==> images/density.png <==
Drawn at 3 px/um. 13 x 13 tiles, from dark blue (low) to red (high), 0 to 100% covered.
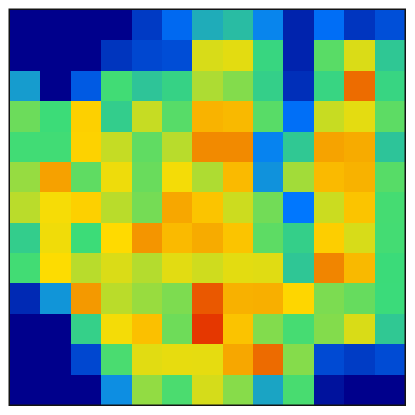
==> images/final_congestion.png <==
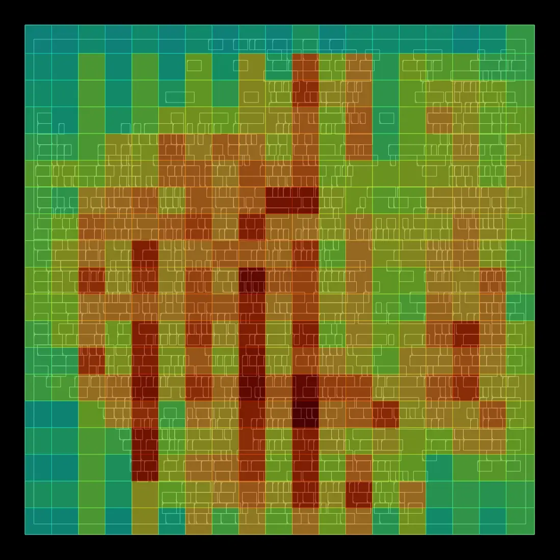
==> images/met4.png <==
Drawn at 3 px/um. Supply wires on this layer in gray.
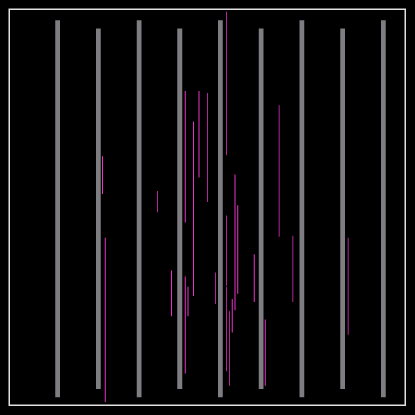
--- src/rtl/inst_fetch_pkg.sv ---
// Shared definitions for the instruction fetch stage: PC_SEL encodings,
// fetch FSM states and the default bubble instruction.
package inst_fetch_pkg;

  localparam logic [1:0] PCS_HOLD = 2'b00;
  localparam logic [1:0] PCS_INC  = 2'b01;
  localparam logic [1:0] PCS_BR   = 2'b10;
  localparam logic [1:0] PCS_REG  = 2'b11;

  typedef enum logic [1:0] {
    FETCH = 2'd0,
    EXEC  = 2'd1,
    HALT  = 2'd2
  } fetch_state_e;

  // Opcode field of this word decodes to no control action downstream.
  localparam logic [31:0] BUBBLE_DEFAULT = 32'h0400_0000;

endpackage

--- src/rtl/inst_fetch_next_pc.sv ---
// Combinational next-PC selection: hold, PC+4, PC-relative or absolute branch,
// register jump. Reports a misaligned target for the optional alignment check.
module inst_fetch_next_pc
  import inst_fetch_pkg::*;
#(
  parameter int PC_W = 32
) (
  input  logic [PC_W-1:0] pc_i,
  input  logic [1:0]      pc_sel_i,
  input  logic            pc_mux_i,
  input  logic [63:0]     k_i,
  input  logic            off19_i,
  input  logic [PC_W-1:0] a_i,
  output logic [PC_W-1:0] next_pc_o,
  output logic            misalign_o
);

  logic [PC_W-1:0] offsetWords;
  logic [PC_W-1:0] relTarget;
  logic            unused_k;

  // K is a word offset; only the low 19 or 26 bits carry meaning (PC_W >= 28).
  assign unused_k = ^k_i[63:26];

  always_comb begin
    offsetWords = '0;
    if (off19_i) begin
      offsetWords = {{(PC_W-19){k_i[18]}}, k_i[18:0]};
    end else begin
      offsetWords = {{(PC_W-26){k_i[25]}}, k_i[25:0]};
    end
    relTarget = pc_i + (offsetWords << 2);
  end

  always_comb begin
    next_pc_o = pc_i;
    case (pc_sel_i)
      PCS_HOLD: next_pc_o = pc_i;
      PCS_INC:  next_pc_o = pc_i + PC_W'(4);
      PCS_BR:   next_pc_o = pc_mux_i ? relTarget : a_i;
      PCS_REG:  next_pc_o = a_i;
      default:  next_pc_o = pc_i;
    endcase
  end

  assign misalign_o = (next_pc_o[1:0] != 2'b00);

endmodule

--- src/rtl/inst_fetch.sv ---
// Fetch stage: owns PC and IR, runs the memory req/ack handshake and applies
// the control unit's next-PC decision. INST_FETCH_ALIGN_CHK_EN adds align_fault/HALT.
module inst_fetch
  import inst_fetch_pkg::*;
#(
  parameter int               PC_W      = 32,
  parameter logic [PC_W-1:0]  RESET_VEC = '0,
  parameter logic [31:0]      BUBBLE    = BUBBLE_DEFAULT
) (
  input  logic            CLK,
  input  logic            Reset,
  input  logic [1:0]      PC_SEL,
  input  logic            PC_MUX,
  input  logic [63:0]     K,
  input  logic            OFF19,
  input  logic [PC_W-1:0] A_in,
  output logic [PC_W-1:0] mem_addr,
  output logic            mem_req,
  input  logic            mem_ack,
  input  logic [31:0]     mem_rdata,
  output logic [31:0]     Inst,
  output logic            inst_valid,
  output logic [PC_W-1:0] PC
`ifdef INST_FETCH_ALIGN_CHK_EN
  ,
  output logic            align_fault
`endif
);

  fetch_state_e    state_q;
  logic [PC_W-1:0] pc_q;
  logic [PC_W-1:0] addr_q;
  logic [31:0]     ir_q;
  logic            valid_q;
  logic            req_q;
  logic [PC_W-1:0] next_pc_raw;
  logic [PC_W-1:0] pc_d;
  logic            misalign;

  inst_fetch_next_pc #(
    .PC_W(PC_W)
  ) uNextPc (
    .pc_i      (pc_q),
    .pc_sel_i  (PC_SEL),
    .pc_mux_i  (PC_MUX),
    .k_i       (K),
    .off19_i   (OFF19),
    .a_i       (A_in),
    .next_pc_o (next_pc_raw),
    .misalign_o(misalign)
  );

`ifdef INST_FETCH_ALIGN_CHK_EN
  logic fault_q;
  assign pc_d        = next_pc_raw;
  assign align_fault = fault_q;
`else
  // Without the checker a misaligned target is silently rounded down to a word.
  logic unused_misalign;
  assign unused_misalign = misalign;
  assign pc_d            = {next_pc_raw[PC_W-1:2], 2'b00};
`endif

  // Request is raised one cycle after entering FETCH; the IR is cleared to a
  // bubble whenever the PC moves so a stale instruction can never be re-issued.
  always_ff @(posedge CLK) begin
    if (Reset) begin
      state_q <= FETCH;
      pc_q    <= RESET_VEC;
      addr_q  <= RESET_VEC;
      ir_q    <= BUBBLE;
      valid_q <= 1'b0;
      req_q   <= 1'b0;
`ifdef INST_FETCH_ALIGN_CHK_EN
      fault_q <= 1'b0;
`endif
    end else begin
      case (state_q)
        FETCH: begin
          if (!req_q) begin
            req_q  <= 1'b1;
            addr_q <= pc_q;
          end else if (mem_ack) begin
            ir_q    <= mem_rdata;
            valid_q <= 1'b1;
            req_q   <= 1'b0;
            state_q <= EXEC;
          end
        end
        EXEC: begin
          if (PC_SEL != PCS_HOLD) begin
            valid_q <= 1'b0;
            ir_q    <= BUBBLE;
`ifdef INST_FETCH_ALIGN_CHK_EN
            if (misalign) begin
              fault_q <= 1'b1;
              state_q <= HALT;
            end else begin
              pc_q    <= pc_d;
              state_q <= FETCH;
            end
`else
            pc_q    <= pc_d;
            state_q <= FETCH;
`endif
          end
        end
        default: begin
`ifdef INST_FETCH_ALIGN_CHK_EN
          state_q <= HALT;
          req_q   <= 1'b0;
          valid_q <= 1'b0;
`else
          state_q <= FETCH;
`endif
        end
      endcase
    end
  end

  assign mem_req    = req_q;
  assign mem_addr   = addr_q;
  assign PC         = pc_q;
  assign inst_valid = valid_q;
  assign Inst       = valid_q ? ir_q : BUBBLE;

endmodule

--- config.mk ---
export PLATFORM = sky130hd
export DESIGN_NAME = inst_fetch
export DESIGN_NICKNAME = d
export VERILOG_FILES = /design/src/rtl/inst_fetch_pkg.sv /design/src/rtl/inst_fetch_next_pc.sv /design/src/rtl/inst_fetch.sv
export SDC_FILE = /design/constraint.sdc
export NUM_CORES = 1
export LEC_CHECK = 0
export ABC_CLOCK_PERIOD_IN_PS = 2800
export CAP_MARGIN = 20
export CORE_MARGIN = 2
export CORE_UTILIZATION = 40
export CTS_CLUSTER_SIZE = 8
export DETAILED_ROUTE_END_ITERATION = 6
export GPL_TIMING_DRIVEN = 0
export PLACE_DENSITY = 0.79
export SLEW_MARGIN = 5
export SYNTH_ARGS = -nofsm -noshare
export SYNTH_HDL_FRONTEND = slang
export SYNTH_SLANG_ARGS = --single-unit
--- constraint.sdc ---
create_clock -name CLK -period 2.8 [get_ports CLK]
set_input_delay 0.42 -clock CLK [delete_from_list [all_inputs] [get_ports CLK]]
set_output_delay 0.42 -clock CLK [all_outputs]
set_load 0.01 [all_outputs]
==> run summary <==
run results: outcome finished, violations left, failing checks negative setup slack, Max stage delay on crit path 0.44 ns, area share, top type 0.289, most frequent cell on the critical path o21a_1, CP delay by family, top AND-OR/OR-AND gates, post-synthesis cell area 6500 um^2, Place WS -0.754 ns, Seq/Total Area, Yosys 0.289, CP bufs+invs 1, vias per std cell 5.66, post-DP HPWL 17700 um, aoi share 0.265, Cells after DPL 1301, unrepaired setup endpoints after global routing true, GPL Wtd Cong 0.923, critical path capture point type flop, # fillers 1508, Switching Fraction 0.327, Cell Rows 46, Clock Power Share 0.311, clock slew at reported path FFs 0.06 ns, cells in synth_stat.txt 895, Layout Cells excl Fill 1323, TritonRoute pass-1 iters 5, CTS tree yes, endpoints failing setup 1, drc violations 0, Synth Register Bits 94, cell taking the most area after synthesis dfxtp_1, Die Width 132 um, Area Growth Syn to Fin 39.7%, Static Leak 3.42 nW, Rel. slew slack 0.516, Comb power frac 0.305, CTS Hold Bufs 0, Pwr Density 439 nW/um^2, Max Transition Viols Final 0, max_cap viols 0, Unique masters post-synth 79, FP Util 0.409, yosys simple share 0.273, Cell Chain, Critical Path clkdlybuf4s50_1 > ha_1 > a21oi_1 > nor2b_1 > o21a_1 > o31a_1 > a211oi_2 > o21a_1 > o21ai_1 > a221o_1, Nets 1267, number of buffers created by CTS 9, EDFF count, synth 0, Worst Path Max Fanout 5, required time worst endpoint 3.03 ns, fmax 0.356 GHz, global route overflow 0, largest net degree at the start of global routing 16, Net Sw Power 0.00131 W, Async SR Flop Fraction 0, Synth top cells by count 149 x nand2_1, 127 x a21oi_1, 94 x dfxtp_1, 60 x nor2_1, 52 x clkbuf_1, r2r setup slk 0.07 ns, Adder Area Share 0.0608, H-Tree Depth 3, core area 15900 um^2, Startpoint Class input pin, yosys synthesis chip area 6500 um^2, first-pass GRT wire length 36100 um, clock sinks 94, worst ir drop on vdd 0.000275 V, Hold Path Class flop to flop, Synth Instances 895, DR iter-0 viols 605, Fin. Hold Viols 0, Final min period 2.81 ns, Port Buffer Count 187, Int Pwr 0.00268 W, CP Class input pin to flop, most used flip-flop cell dfxtp_1, Root Buffer clkbuf_16, Mux cell area share 0.00308, die height 132 um, Final WS setup -0.00695 ns, WP data arrival 3.03 ns, Latency at later pin 0.34 ns, Sequential Power Share 0.384, clock skew 0.00669 ns, XOR Share, Synth 0.0565, CTS max path bufs 2
-- density.png (at the start) --
fullest tile = 94%
nearly empty tiles = 10%
tiles over 75% full = 21%

-- final_congestion.png (at the start) --
busiest layer in global routing: met2
DR WL/cell: 17.4 um
gr usage total: 0.257

-- met4.png (at the start) --
share of all routed wire = 2.8%
longest straight run = 57.8 um
wire length on this layer = 649 um
main direction = vertical
nets with wire on the layer = 21
final wirelength: 23000 um
Vias: 7489

-- cells in the final DEF (no fill, tap or decap), types with 7 or more instances in the layout --
| master | netlist | layout |
|---|---|---|
| clkdlybuf4s50_1 | 0 | 184 |
| nand2_1 | 149 | 148 |
| a21oi_1 | 127 | 125 |
| dfxtp_1 | 94 | 89 |
| nor2_1 | 60 | 60 |
| nand3_1 | 49 | 49 |
| clkbuf_1 | 52 | 48 |
| and2_1 | 33 | 33 |
| o21ai_0 | 33 | 32 |
| xnor2_1 | 25 | 25 |
| ha_1 | 30 | 25 |
| nor3_1 | 23 | 23 |
| a21o_1 | 17 | 17 |
| xor2_1 | 17 | 17 |
| inv_1 | 16 | 16 |
| buf_4 | 6 | 14 |
| nand4_1 | 12 | 12 |
| a211oi_1 | 11 | 11 |
| and3_1 | 9 | 9 |
| a31oi_1 | 9 | 9 |
| clkbuf_16 | 0 | 9 |
| o21bai_1 | 7 | 7 |
-- final timing paths --
kind,endpoint,from,depth (start not counted)
worst min register to register,ir_q[8],ir_q[8],2
worst max register to register,PC[31],PC[16],9
worst max-delay path,PC[31],K[14],10
worst min-delay path,ir_q[8],ir_q[8],2
-- flip-flops by register name (all words and copies together), names as in the netlist --
| signal | cells |
|---|---|
| ir_q | 32 |
| PC | 30 |
| inst_valid | 1 |
| mem_req | 1 |
| mem_addr | 30 |
-- layout make-up --
class | count | area [um^2] | share of cell area
clock buffer | 11 | 243 | 0.0267
clock inverter | 5 | 58.8 | 0.00647
sequential | 94 | 1890 | 0.208
antenna | 1 | 2.50 | 0.000275
multi-input combinational | 722 | 4360 | 0.480
timing repair buffer | 195 | 1940 | 0.213
buffer | 62 | 268 | 0.0295
tap | 216 | 270 | 0.0297
inverter | 17 | 63.8 | 0.00702
-- power by group through the flow --
stage	sequential [W]	combinational, W	clock (W)
floorplan	0.00155	0.000683	0
global placement	0.00155	0.00115	0
detailed placement	0.00156	0.00117	0
CTS	0.00153	0.00118	0.00126
global route	0.00154	0.00132	0.00131
finish	0.00153	0.00121	0.00124
-- tightest hold or removal path, stage by stage, from the launching register on --
cell     delay (ns)
dfxtp_1        0.31
nand2_1        0.05
a21oi_1        0.05
-- through the flow --
stage          setup TNS, ns  utilization  power (W)  hold WS (ns)  cell area [um^2]
2_1_floorplan              0            -    0.00223         0.427              6520
3_3_place_gp           -6.36        0.545    0.00271         0.435              8660
3_5_place_dp           -7.27        0.545    0.00272         0.440              8660
4_1_cts                    0        0.565    0.00397         0.449              8980
5_1_grt               -0.136        0.572    0.00417         0.459              9090
6_report            -0.00695        0.572    0.00399         0.446              9090
-- per-layer routing --
layer	wire [um]	part of all wire	vias to the layer above	GRT usage
met5	0	0	-	0
met1	9760	0.42	3431	0.353
met4	648	0.028	0	0.0839
li1	-	-	3594	-
met3	2060	0.089	50	0.0320
met2	10500	0.46	414	0.417
-- repair_timing --
| item | in CTS | in global routing |
|---|---|---|
| setup buffers | 0 | 8 |
| pin swaps | 3 | 13 |
| gates resized | 12 | 16 |
| endpoints found under the setup margin | 11 | 8 |
No activity file was given, so power comes from the tool's default toggle rates.
